`config.mk`:
```
export PLATFORM = sky130hd
export DESIGN_NAME = add_pipe_c
export DESIGN_NICKNAME = d
export VERILOG_FILES = /design/src/rtl/add_pipe_c.sv
export SDC_FILE = /design/constraint.sdc
export NUM_CORES = 1
export LEC_CHECK = 0
export CELL_PAD_IN_SITES_DETAIL_PLACEMENT = 0
export CELL_PAD_IN_SITES_GLOBAL_PLACEMENT = 2
export CORE_ASPECT_RATIO = 1.4
export CORE_UTILIZATION = 30
export CTS_CLUSTER_DIAMETER = 80
export DETAILED_ROUTE_END_ITERATION = 8
export HOLD_SLACK_MARGIN = 0.06
export PLACE_DENSITY = 0.78
export SLEW_MARGIN = 10
export SYNTH_ARGS = -nofsm -noshare
export SYNTH_HDL_FRONTEND = slang
export SYNTH_SLANG_ARGS = --single-unit
```
`constraint.sdc`:
```
create_clock -name clk_i -period 2.1 [get_ports clk_i]
set_input_delay 0.21 -clock clk_i [delete_from_list [all_inputs] [get_ports clk_i]]
set_output_delay 0.21 -clock clk_i [all_outputs]
set_load 0.03 [all_outputs]
```
`src/rtl/add_pipe_c.sv`:
```
// Pipelined adder/subtractor: the word is cut into equal segments, one segment is added per stage
// with a prefix-carry adder, and valid/ready backpressure stalls the whole pipe at once.
package lau_pkg;
    typedef enum logic {SLOW, FAST} speed_e;
endpackage

module add_pipe_c #(
    parameter int             width  = 8,
    parameter int             stages = 2,
    parameter lau_pkg::speed_e speed = lau_pkg::FAST
) (
    input  logic             clk_i,
    input  logic             rst_ni,
    input  logic             in_valid_i,
    output logic             in_ready_o,
    input  logic [width-1:0] A,
    input  logic [width-1:0] B,
    input  logic             CI,
    input  logic             sub_i,
    output logic             out_valid_o,
    input  logic             out_ready_i,
    output logic [width-1:0] S,
    output logic             CO,
    output logic             V
);
    localparam int SW = width / stages;

    if ((stages < 1) || (stages > width) || ((width % stages) != 0)) begin : g_bad_params
        $error("add_pipe_c: stages must lie in 1..width and divide width");
    end

    // Segment adder returning {carry_out, sum}; FAST is Kogge-Stone, SLOW is a serial prefix chain.
    function automatic logic [SW:0] padd(input logic [SW-1:0] x, input logic [SW-1:0] y,
                                         input logic cin);
        logic [SW-1:0] g, p, gg, pp, gt, pt, c;
        g     = x & y;
        p     = x ^ y;
        gg    = g;
        pp    = p;
        gg[0] = g[0] | (p[0] & cin);
        if (speed == lau_pkg::FAST) begin
            for (int d = 1; d < SW; d = d * 2) begin
                gt = gg;
                pt = pp;
                for (int i = d; i < SW; i++) begin
                    gg[i] = gt[i] | (pt[i] & gt[i-d]);
                    pp[i] = pt[i] & pt[i-d];
                end
            end
        end else begin
            for (int i = 1; i < SW; i++) begin
                gg[i] = g[i] | (p[i] & gg[i-1]);
            end
        end
        c[0] = cin;
        for (int i = 1; i < SW; i++) begin
            c[i] = gg[i-1];
        end
        return {gg[SW-1], p ^ c};
    endfunction

    logic adv;

    assign adv        = ~out_valid_o | out_ready_i;
    assign in_ready_o = adv;

    for (genvar k = 0; k < stages; k++) begin : stg
        // Stage k sees only the operand bits not yet consumed, re-based so its segment sits at bit 0.
        localparam int IW = width - k * SW;

        logic [IW-1:0]         a_in, b_in;
        logic                  c_in, v_in;
        logic [SW:0]           res;
        logic [(k+1)*SW-1:0]   s_nxt;
        logic [(k+1)*SW-1:0]   s_q;
        logic                  c_q, valid_q;

        if (k == 0) begin : g_src
            assign a_in  = A;
            assign b_in  = sub_i ? ~B : B;
            assign c_in  = CI;
            assign v_in  = in_valid_i;
            assign s_nxt = res[SW-1:0];
        end else begin : g_src
            assign a_in  = stg[k-1].g_ops.a_q;
            assign b_in  = stg[k-1].g_ops.b_q;
            assign c_in  = stg[k-1].c_q;
            assign v_in  = stg[k-1].valid_q;
            assign s_nxt = {res[SW-1:0], stg[k-1].s_q};
        end

        assign res = padd(a_in[SW-1:0], b_in[SW-1:0], c_in);

        always_ff @(posedge clk_i or negedge rst_ni) begin
            if (!rst_ni) begin
                valid_q <= 1'b0;
                c_q     <= 1'b0;
                s_q     <= '0;
            end else if (adv) begin
                valid_q <= v_in;
                c_q     <= res[SW];
                s_q     <= s_nxt;
            end
        end

        if (IW > SW) begin : g_ops
            logic [IW-SW-1:0] a_q, b_q;

            always_ff @(posedge clk_i or negedge rst_ni) begin
                if (!rst_ni) begin
                    a_q <= '0;
                    b_q <= '0;
                end else if (adv) begin
                    a_q <= a_in[IW-1:SW];
                    b_q <= b_in[IW-1:SW];
                end
            end
        end

        if (k == stages - 1) begin : g_last
            logic ov_q;

            // Carry into the MSB is recovered from the MSB's own operand and sum bits.
            always_ff @(posedge clk_i or negedge rst_ni) begin
                if (!rst_ni) begin
                    ov_q <= 1'b0;
                end else if (adv) begin
                    ov_q <= a_in[SW-1] ^ b_in[SW-1] ^ res[SW-1] ^ res[SW];
                end
            end
        end
    end

    assign out_valid_o = stg[stages-1].valid_q;
    assign S           = stg[stages-1].s_q;
    assign CO          = stg[stages-1].c_q;
    assign V           = stg[stages-1].g_last.ov_q;

endmodule

```
**Run 1: floorplan with the power grid**

The bar under the picture is 20 µm long. Pins as bars on the die edge.
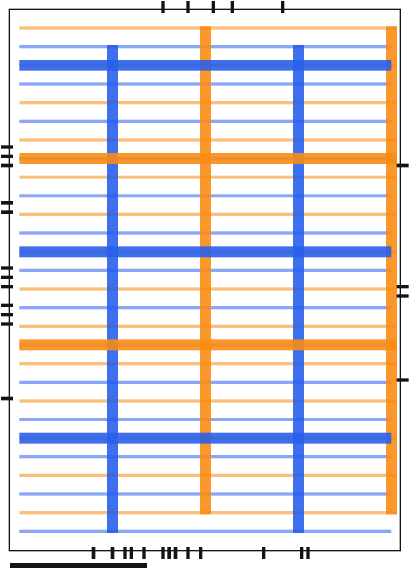
net	colour
VSS	blue
VDD	orange
met1 rails	28
signal pins	34
rows	27
met4 straps	4
met5 straps	5
die outline height: 78.8 µm
Die Wd: 56.9 µm

**Run 1: cells coloured by class**

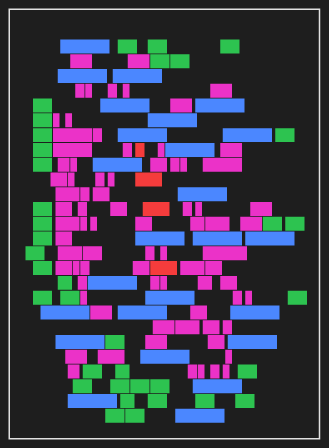
class	colour	cells
remaining buffers and delay cells	green	36
remaining logic cells	magenta	78
registers	blue	25
clock drivers and dummy loads	red	4

==> impl_metrics.ini, run 1 <==
; flow metrics
[status]
status = complete, but fails checks
violations = design-rule violations

[clocking]
htreeDepth = 1
clkSinkCount = 25

[die]
die-area_mm2 = 0.00448
rows = 27

[power]
p_int_mw = 1.10
power_leakage_nw = 0.725

[synthesis]
ys_seq_share_pct = 49.5
postSynthAreaPerCell_um2 = 11.7
fa_ha_area_share_pct = 12.3
yosys.cell_types.count = 20
logic_family = adder cells
ys_seq_elements = 25

[drt]
first_pass_iters = 5
drt_wl_total_mm = 2.26
drc = 2

[global_routing]
use_met1_pct = 12.2

[setup_path]
arrival_ns = 2.09
r2r_slack_ns = 0.15
path_cells = fa_1 -> fa_2 -> a21o_1 -> a21oi_2 -> xnor2_1 -> a21oi_1

[final_timing]
fin_crit_ns = 1.95

[flow_run]
cap_violations = 0

[cells_and_area]
final_common_cell = clkdlybuf4s50_1
dominant_cells = sequential cells

[placed_design]
place_inst = 182
**Run 1: clock distribution**

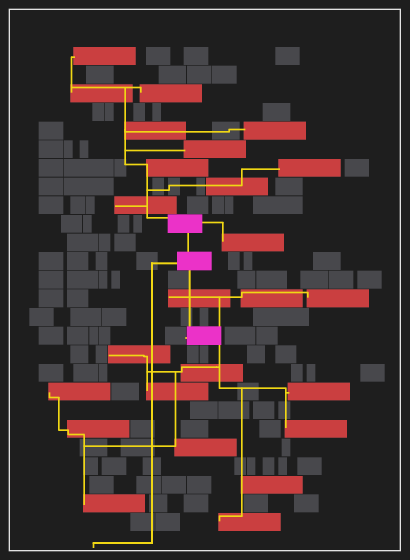
[clock wires] yellow | length: 324 µm
[flip-flops] red | count: 25
[clock-net drivers] magenta | count: 3
routed clock nets	4

==> run 1 -> run 2 <==
--- a/config.mk
+++ b/config.mk
@@ -5,6 +5,7 @@
 export SDC_FILE = /design/constraint.sdc
 export NUM_CORES = 1
 export LEC_CHECK = 0
+export CAP_MARGIN = 15
 export CELL_PAD_IN_SITES_DETAIL_PLACEMENT = 0
 export CELL_PAD_IN_SITES_GLOBAL_PLACEMENT = 2
 export CORE_ASPECT_RATIO = 1.4
**Run 2: congestion heat map**

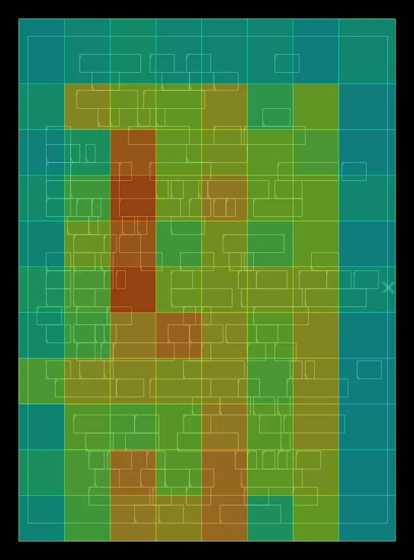
Total GRT Usage: 11.3%
Core Util, Final: 42.5%
met1 usage: 12.2%

**Run 2: floorplan with the power grid**

The bar under the picture is 20 µm long. Pins as bars on the die edge.
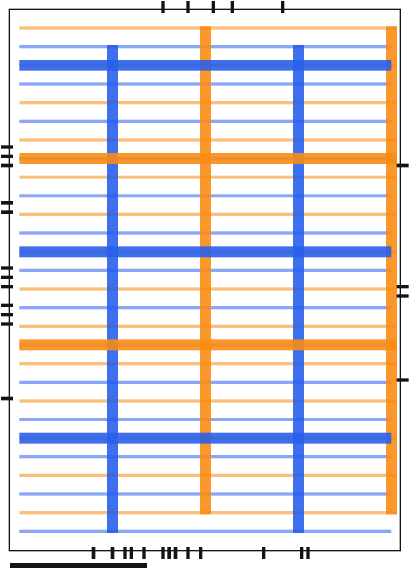
net	colour
VSS	blue
VDD	orange
rows	27
met5 straps	5
met4 straps	4
signal pins	34
met1 rails	28
Peak VDD IR: 248 µV
core area: 0.00399 mm²

==> run 2 against run 1 <==
  * The flow still finishes with violations (design-rule violations)
  * Synthesized area unchanged
  * Global-route usage unchanged
  * Worst hold slack stayed put
  * Synthesized cell count did not move
  * Via count unchanged
  * Flip-flop count did not move
  * Sequential share of layout area stayed put
  * Fmax stayed put
  * Final cell count stayed put
  * Clock power about the same
  * Critical path depth unchanged
  * Clock skew did not move
  * Critical path type unchanged
  * Largest power group unchanged
  * Highest routed layer unchanged
==> impl_metrics.ini, run 2 <==
; flow metrics
[die]
tap_cells = 43
die-area_mm2 = 0.00448
die_w_um = 56.9
rows = 27
die_y_um = 78.8

[synthesis]
ys_seq_share_pct = 49.5
ys_seq_elements = 25
area_leaders = dfrtp_1 (50%), mux2_2 (9.8%), fa_1 (6.3%)
fa_ha_area_share_pct = 12.3
logic_family = adder cells
yosys.cell_types.count = 20
postSynthAreaPerCell_um2 = 11.7

[setup_path]
arrival_ns = 2.09
path_cells = fa_1 -> fa_2 -> a21o_1 -> a21oi_2 -> xnor2_1 -> a21oi_1
r2r_slack_ns = 0.15
path_delay_family = adder cells

[drt]
drt_iter0_markers = 16
first_pass_iters = 5
drt_wl_total_mm = 2.26
drc = 2

[cells_and_area]
n_fill_cell = 410
dominant_cells = sequential cells
final_common_cell = clkdlybuf4s50_1
nNetsFinal = 176

[placed_design]
place_inst = 182
io_buffer_count = 33

[final_timing]
min_period_over_period_pct = 92.9
fin_crit_ns = 1.95

[status]
violations = design-rule violations
status = complete, but fails checks

[power]
p_int_mw = 1.10

[clocking]
htreeDepth = 1
clkSinkCount = 25
ctsHoldBuffers = 0

[global_routing]
grt_max_degree = 40
grt_pass1_vias = 899
grt_pass1_wl_mm = 3.92

[flow_run]
cap_violations = 0
**Run 2: clock distribution**

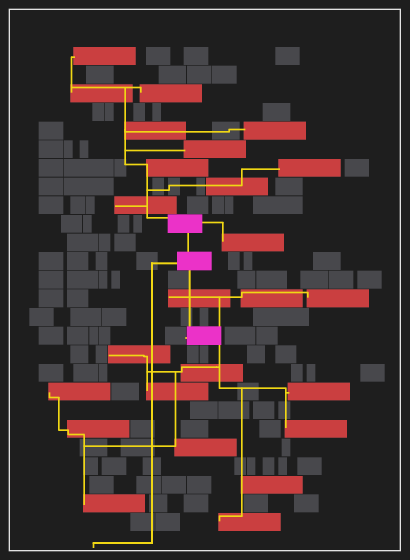
[clock-net drivers] magenta | count: 3
[clock wires] yellow | length: 324 µm
[flip-flops] red | count: 25
routed clock nets	4
Worst Skew: 0.00758 ns
Skew-Pair Late Insertion Delay: 0.27 ns
clock share of power: 16.8%
P_clk: 0.285 mW

==> run 2 -> run 3 <==
--- a/config.mk
+++ b/config.mk
@@ -14,7 +14,7 @@
 export DETAILED_ROUTE_END_ITERATION = 8
 export HOLD_SLACK_MARGIN = 0.06
 export PLACE_DENSITY = 0.78
-export SLEW_MARGIN = 10
+export SLEW_MARGIN = 20
 export SYNTH_ARGS = -nofsm -noshare
 export SYNTH_HDL_FRONTEND = slang
 export SYNTH_SLANG_ARGS = --single-unit
**Run 3: floorplan with the power grid**

The bar under the picture is 20 µm long. Pins as bars on the die edge.
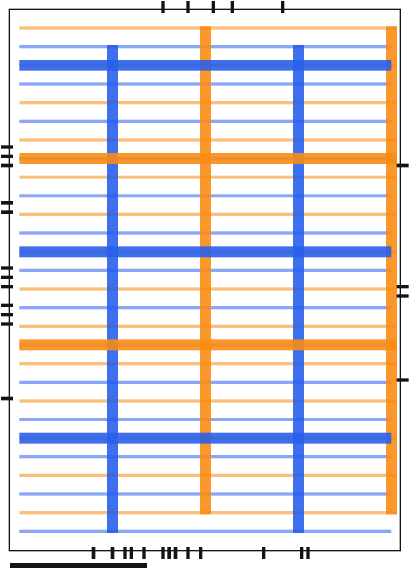
net	colour
VDD	orange
VSS	blue
rows	27
met5 straps	5

**Run 3: signal wires by layer**

The bar under the picture is 20 µm long.
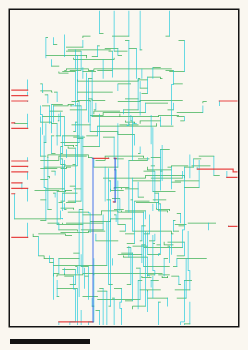
layer	colour	wire length
M2	cyan	1180 µm
M1	green	953 µm
M3	red	71.5 µm
M4	blue	51.7 µm

**Run 3: cells coloured by class**

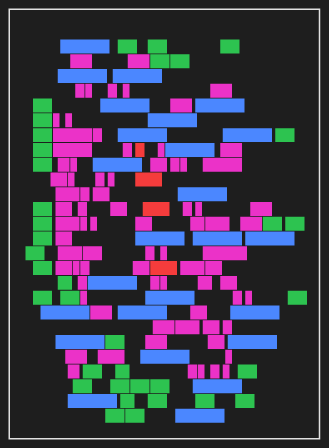
class	colour	cells
remaining logic cells	magenta	78
remaining buffers and delay cells	green	36
clock drivers and dummy loads	red	4
registers	blue	25
Core Rows: 27
sequential share of cell area: 36.9%
fin area: 0.00169 mm²

==> run 3 against run 2 <==
  * The run still ends with design-rule violations left
  * Clock power about the same
  * Via count stayed put
  * First-iteration DRC count unchanged
  * Total power unchanged
==> impl_metrics.ini, run 3 <==
; flow metrics
[status]
status = complete, but fails checks
violations = design-rule violations

[clocking]
ctsHoldBuffers = 0
clkSinkCount = 25
clkLatencyLatePin_ns = 0.27

[drt]
drc = 2
drt_wl_total_mm = 2.26
drt_iter0_markers = 16

[die]
tap_cells = 43
die_y_um = 78.8

[power]
p_clk_share_pct = 16.8
p_clk_mw = 0.285

[synthesis]
ys_seq_share_pct = 49.5
area_leaders = dfrtp_1 (50%), mux2_2 (9.8%), fa_1 (6.3%)
logic_family = adder cells

[setup_path]
arrival_ns = 2.09
r2r_slack_ns = 0.15

[cells_and_area]
utilization_pct = 42.5
n_fill_cell = 410

[global_routing]
grt_pass1_wl_mm = 3.92
No activity file was given, so power comes from the tool's default toggle rates.
